<file path="src/rtl/tiny_eth_rx_framer.sv">
// Serial Ethernet receive framer: SFD hunt, LSB-first deserialisation, FIFO-buffered byte stream.
// Optional CRC-32 frame check is compiled in when TINY_ETH_RX_CRC_EN is defined.
module tiny_eth_rx_framer #(
  parameter int FIFO_DEPTH = 8,
  parameter int MAX_BYTES  = 1518
) (
  input  logic       clk,
  input  logic       rst,
  input  logic       d,
  input  logic       d_en,
  input  logic       crs,
  output logic [7:0] o_data,
  output logic       o_valid,
  input  logic       o_ready,
  output logic       o_last,
  output logic       o_err,
  output logic       o_overflow,
  output logic [2:0] dbg_state
);

  localparam int AW = (FIFO_DEPTH > 2) ? $clog2(FIFO_DEPTH) : 1;
  localparam int CW = $clog2(FIFO_DEPTH + 1);
  localparam int BW = $clog2(MAX_BYTES + 1);

  localparam logic [2:0] S_WAIT = 3'd0;
  localparam logic [2:0] S_IDLE = 3'd1;
  localparam logic [2:0] S_HUNT = 3'd2;
  localparam logic [2:0] S_DATA = 3'd3;
  localparam logic [2:0] S_DROP = 3'd4;

  logic [2:0]    state, state_n;
  logic [7:0]    shreg;
  logic [7:0]    shnext;
  logic [2:0]    bitcnt;
  logic [BW-1:0] bytecnt;
  logic [7:0]    pend_data;
  logic          pend_valid;
  logic          ovf_q;

  logic [9:0]    mem [FIFO_DEPTH];
  logic [AW-1:0] wptr, rptr;
  logic [CW-1:0] count;

  logic       acc, sfd_hit, byte_done, at_max, crc_bad;
  logic       push, full, pop, wr, overflow;
  logic [9:0] push_word;

  assign acc       = d_en & crs;
  assign shnext    = {d, shreg[7:1]};
  assign sfd_hit   = acc && (shnext == 8'hD5);
  assign byte_done = (state == S_DATA) && acc && (bitcnt == 3'd7);
  assign at_max    = (bytecnt == BW'(MAX_BYTES));

`ifdef TINY_ETH_RX_CRC_EN
  logic [31:0] crc;
  logic [31:0] crc_step;
  assign crc_step = {1'b0, crc[31:1]} ^ ((crc[0] ^ d) ? 32'hEDB88320 : 32'h0);
  assign crc_bad  = (crc != 32'hDEBB20E3);

  always_ff @(posedge clk or negedge rst) begin
    if (!rst) begin
      crc <= 32'hFFFFFFFF;
    end else if ((state == S_IDLE || state == S_HUNT) && sfd_hit) begin
      crc <= 32'hFFFFFFFF;
    end else if (state == S_DATA && acc) begin
      crc <= crc_step;
    end
  end
`else
  assign crc_bad = 1'b0;
`endif

  // Output stream: a beat transfers on any cycle where o_valid && o_ready are both
  // high; while o_ready is low the beat (data/last/err) is held unchanged.
  assign full    = (count == CW'(FIFO_DEPTH));
  assign o_valid = (count != '0);
  assign pop     = o_valid && o_ready;
  assign {o_err, o_last, o_data} = mem[rptr];
  assign o_overflow = ovf_q;
  assign dbg_state  = state;

  always_comb begin
    state_n   = state;
    push      = 1'b0;
    push_word = '0;
    case (state)
      S_WAIT: if (!crs) state_n = S_IDLE;
      S_IDLE: if (crs) state_n = sfd_hit ? S_DATA : S_HUNT;
      S_HUNT: begin
        if (!crs) state_n = S_IDLE;
        else if (sfd_hit) state_n = S_DATA;
      end
      S_DATA: begin
        if (!crs) begin
          state_n   = S_IDLE;
          push      = pend_valid;
          push_word = {(bitcnt != 3'd0) | crc_bad, 1'b1, pend_data};
        end else if (byte_done) begin
          push = pend_valid;
          if (at_max) begin
            state_n   = S_WAIT;
            push_word = {2'b11, pend_data};
          end else begin
            push_word = {2'b00, pend_data};
          end
        end
      end
      S_DROP: state_n = S_WAIT;
      default: state_n = S_WAIT;
    endcase
    // A pop in the same cycle frees a slot, so only a full FIFO without a pop overflows.
    overflow = push && full && !pop;
    wr       = push && !overflow;
    if (overflow) state_n = S_DROP;
  end

  always_ff @(posedge clk or negedge rst) begin
    if (!rst) begin
      wptr  <= '0;
      rptr  <= '0;
      count <= '0;
      for (int i = 0; i < FIFO_DEPTH; i++) mem[i] <= '0;
    end else begin
      if (wr) begin
        mem[wptr] <= push_word;
        wptr      <= wptr + AW'(1);
      end
      if (pop) rptr <= rptr + AW'(1);
      count <= count + CW'(wr) - CW'(pop);
    end
  end

  always_ff @(posedge clk or negedge rst) begin
    if (!rst) begin
      state      <= S_WAIT;
      shreg      <= '0;
      bitcnt     <= '0;
      bytecnt    <= '0;
      pend_data  <= '0;
      pend_valid <= 1'b0;
      ovf_q      <= 1'b0;
    end else begin
      state <= state_n;
      ovf_q <= overflow;

      // Clearing between frames keeps stale bits from forming a false SFD.
      if (!crs) shreg <= '0;
      else if (acc && (state == S_IDLE || state == S_HUNT || state == S_DATA)) shreg <= shnext;

      if ((state == S_IDLE || state == S_HUNT) && sfd_hit) begin
        bitcnt     <= '0;
        bytecnt    <= '0;
        pend_valid <= 1'b0;
      end else if (overflow) begin
        pend_valid <= 1'b0;
      end else if (state == S_DATA) begin
        if (!crs) begin
          pend_valid <= 1'b0;
        end else if (acc) begin
          bitcnt <= bitcnt + 3'd1;
          if (byte_done) begin
            if (at_max) begin
              pend_valid <= 1'b0;
            end else begin
              pend_data  <= shnext;
              pend_valid <= 1'b1;
              bytecnt    <= bytecnt + BW'(1);
            end
          end
        end
      end
    end
  end

endmodule

</file>
<file path="config.mk">
export PLATFORM = sky130hd
export DESIGN_NAME = tiny_eth_rx_framer
export DESIGN_NICKNAME = d
export VERILOG_FILES = /design/src/rtl/tiny_eth_rx_framer.sv
export SDC_FILE = /design/constraint.sdc
export NUM_CORES = 1
export LEC_CHECK = 0
export CORE_MARGIN = 1
export CORE_UTILIZATION = 40
export CTS_CLUSTER_DIAMETER = 50
export CTS_CLUSTER_SIZE = 28
export DETAILED_ROUTE_END_ITERATION = 6
export MAX_ROUTING_LAYER = met4
export SYNTH_ARGS = -nofsm -noshare
export SYNTH_HDL_FRONTEND = slang
export SYNTH_SLANG_ARGS = --single-unit
</file>
<file path="constraint.sdc">
create_clock -name clk -period 2.53 [get_ports clk]
set_input_delay 0.506 -clock clk [delete_from_list [all_inputs] [get_ports clk]]
set_output_delay 0.506 -clock clk [all_outputs]
set_load 0.01 [all_outputs]
</file>
==> images/m1.png <==
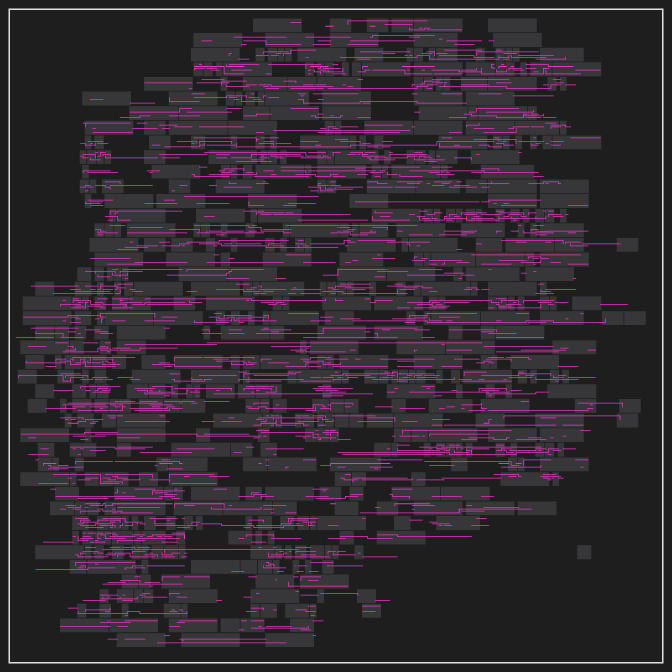
- wire length on this layer: 5,500 um
- share of all routed wire: 45%
- nets with wire on the layer: 547
vias after detailed routing: 3,986
overall routed net length: 12,300 um

==> images/m2.png <==
Bar = 20 um.
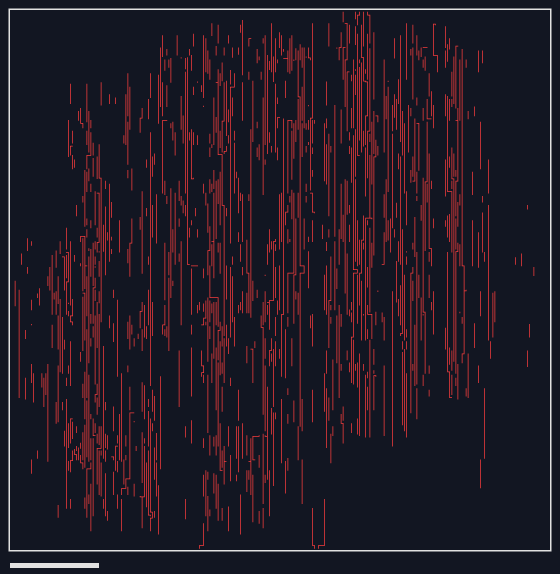
- nets with wire on the layer: 487
- share of all routed wire: 50%
- longest straight run: 56.8 um

==> images/m3.png <==
Bar = 20 um.
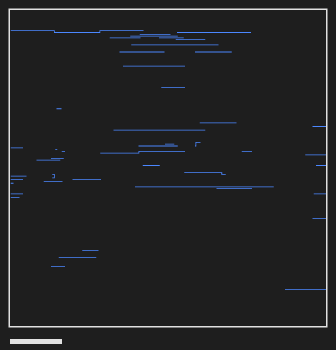
- nets with wire on the layer: 31
- main direction: horizontal
- longest straight run: 52.9 um
- share of all routed wire: 4.5%
- wire length on this layer: 557 um

==> run summary <==
Implementation progress

The flow ran to the end, and the final reports show no timing, DRC or antenna violations. The most common cell in the synthesized netlist is sky130_fd_sc_hd__dfrtp_1. The flop share of the area stands at 0.443.

The capture point of the critical path was reported as o_data[0]. For this design the total switching power over the nets is about 1.4 mW. The global-route met3 utilization stands at 0.0503. The post-cts repair resize count stands at about 61. The number of design-rule violations left by the first detailed-router iteration stands at ~260. The I/O pin total stands at 21. The first TritonRoute pass finished after 4 iterations. After its last routability iteration, the placer logged a weighted congestion of 0.837. Counting I/O delays and the setup requirement, the final critical path takes about 2.5 ns. The number of instances in the synthesized netlist stands at between 500 and 600.

The final power report lists total power as 5.70 mW. The most critical setup path has its startpoint at rptr[0]$_DFFE_PN0P_. The estimated wirelength of the detail-placed design stands at 8050 um. The largest part of the power goes to the clock network. In this run, the synthesized area fraction spent on and/or/nand/nor cells is recorded as 0.139. Per the layout report, the design carries 57 non-clock buffers.

In this run the critical register-to-register path is captured at count[1]$_DFF_PN0_. The number of cell instances after yosys synthesis stands at 521. Per the post-route antenna check, the number of violating nets is 0.

The cell depth of the worst flop-to-flop path stands at 11. TritonCTS reports the number of clock sinks as between 100 and 150. STA puts the critical path data arrival time at around 2 ns. The flow inserted 180 tap cells.

Looking at the setup timing report, the critical path kind is reg2out. Clock network power for this build is between 2 and 3 mW. The share of total power dissipated in the clock network is 0.439.

Buffers inserted during clock tree synthesis total 17. The power share of the combinational group stands at 0.179. The later-pin clock latency in the skew report stands at a little over 0.4 ns.

TritonCTS built the clock tree. CTS placed an instance of sky130_fd_sc_hd__clkbuf_16 at the clock tree root. The power consumed by sequential cells stands at 2.18 mW. In the routed layout, each cell is associated on average with a via count of approximately 5.2.

Detailed routing placed a total of 556 um of wire on met3. In this run, the synthesized area fraction spent on adder and majority cells is recorded as 0.0322. Per STA, the worst path accumulates the most delay in the family multiplexers. Grouping non-sequential cells by family puts the most area in simple AND/OR/NAND/NOR gates. The registers reported with the highest flop counts are mem x80, bytecnt x11, pend_data x8. The tally of OpenROAD warnings stands at 31.

After detailed placement, the design holds a cell count of between 700 and 800. The final hold slack stands at roughly 0.031 ns.
Power figures rest on the tool's default switching activity, not on a simulated workload.
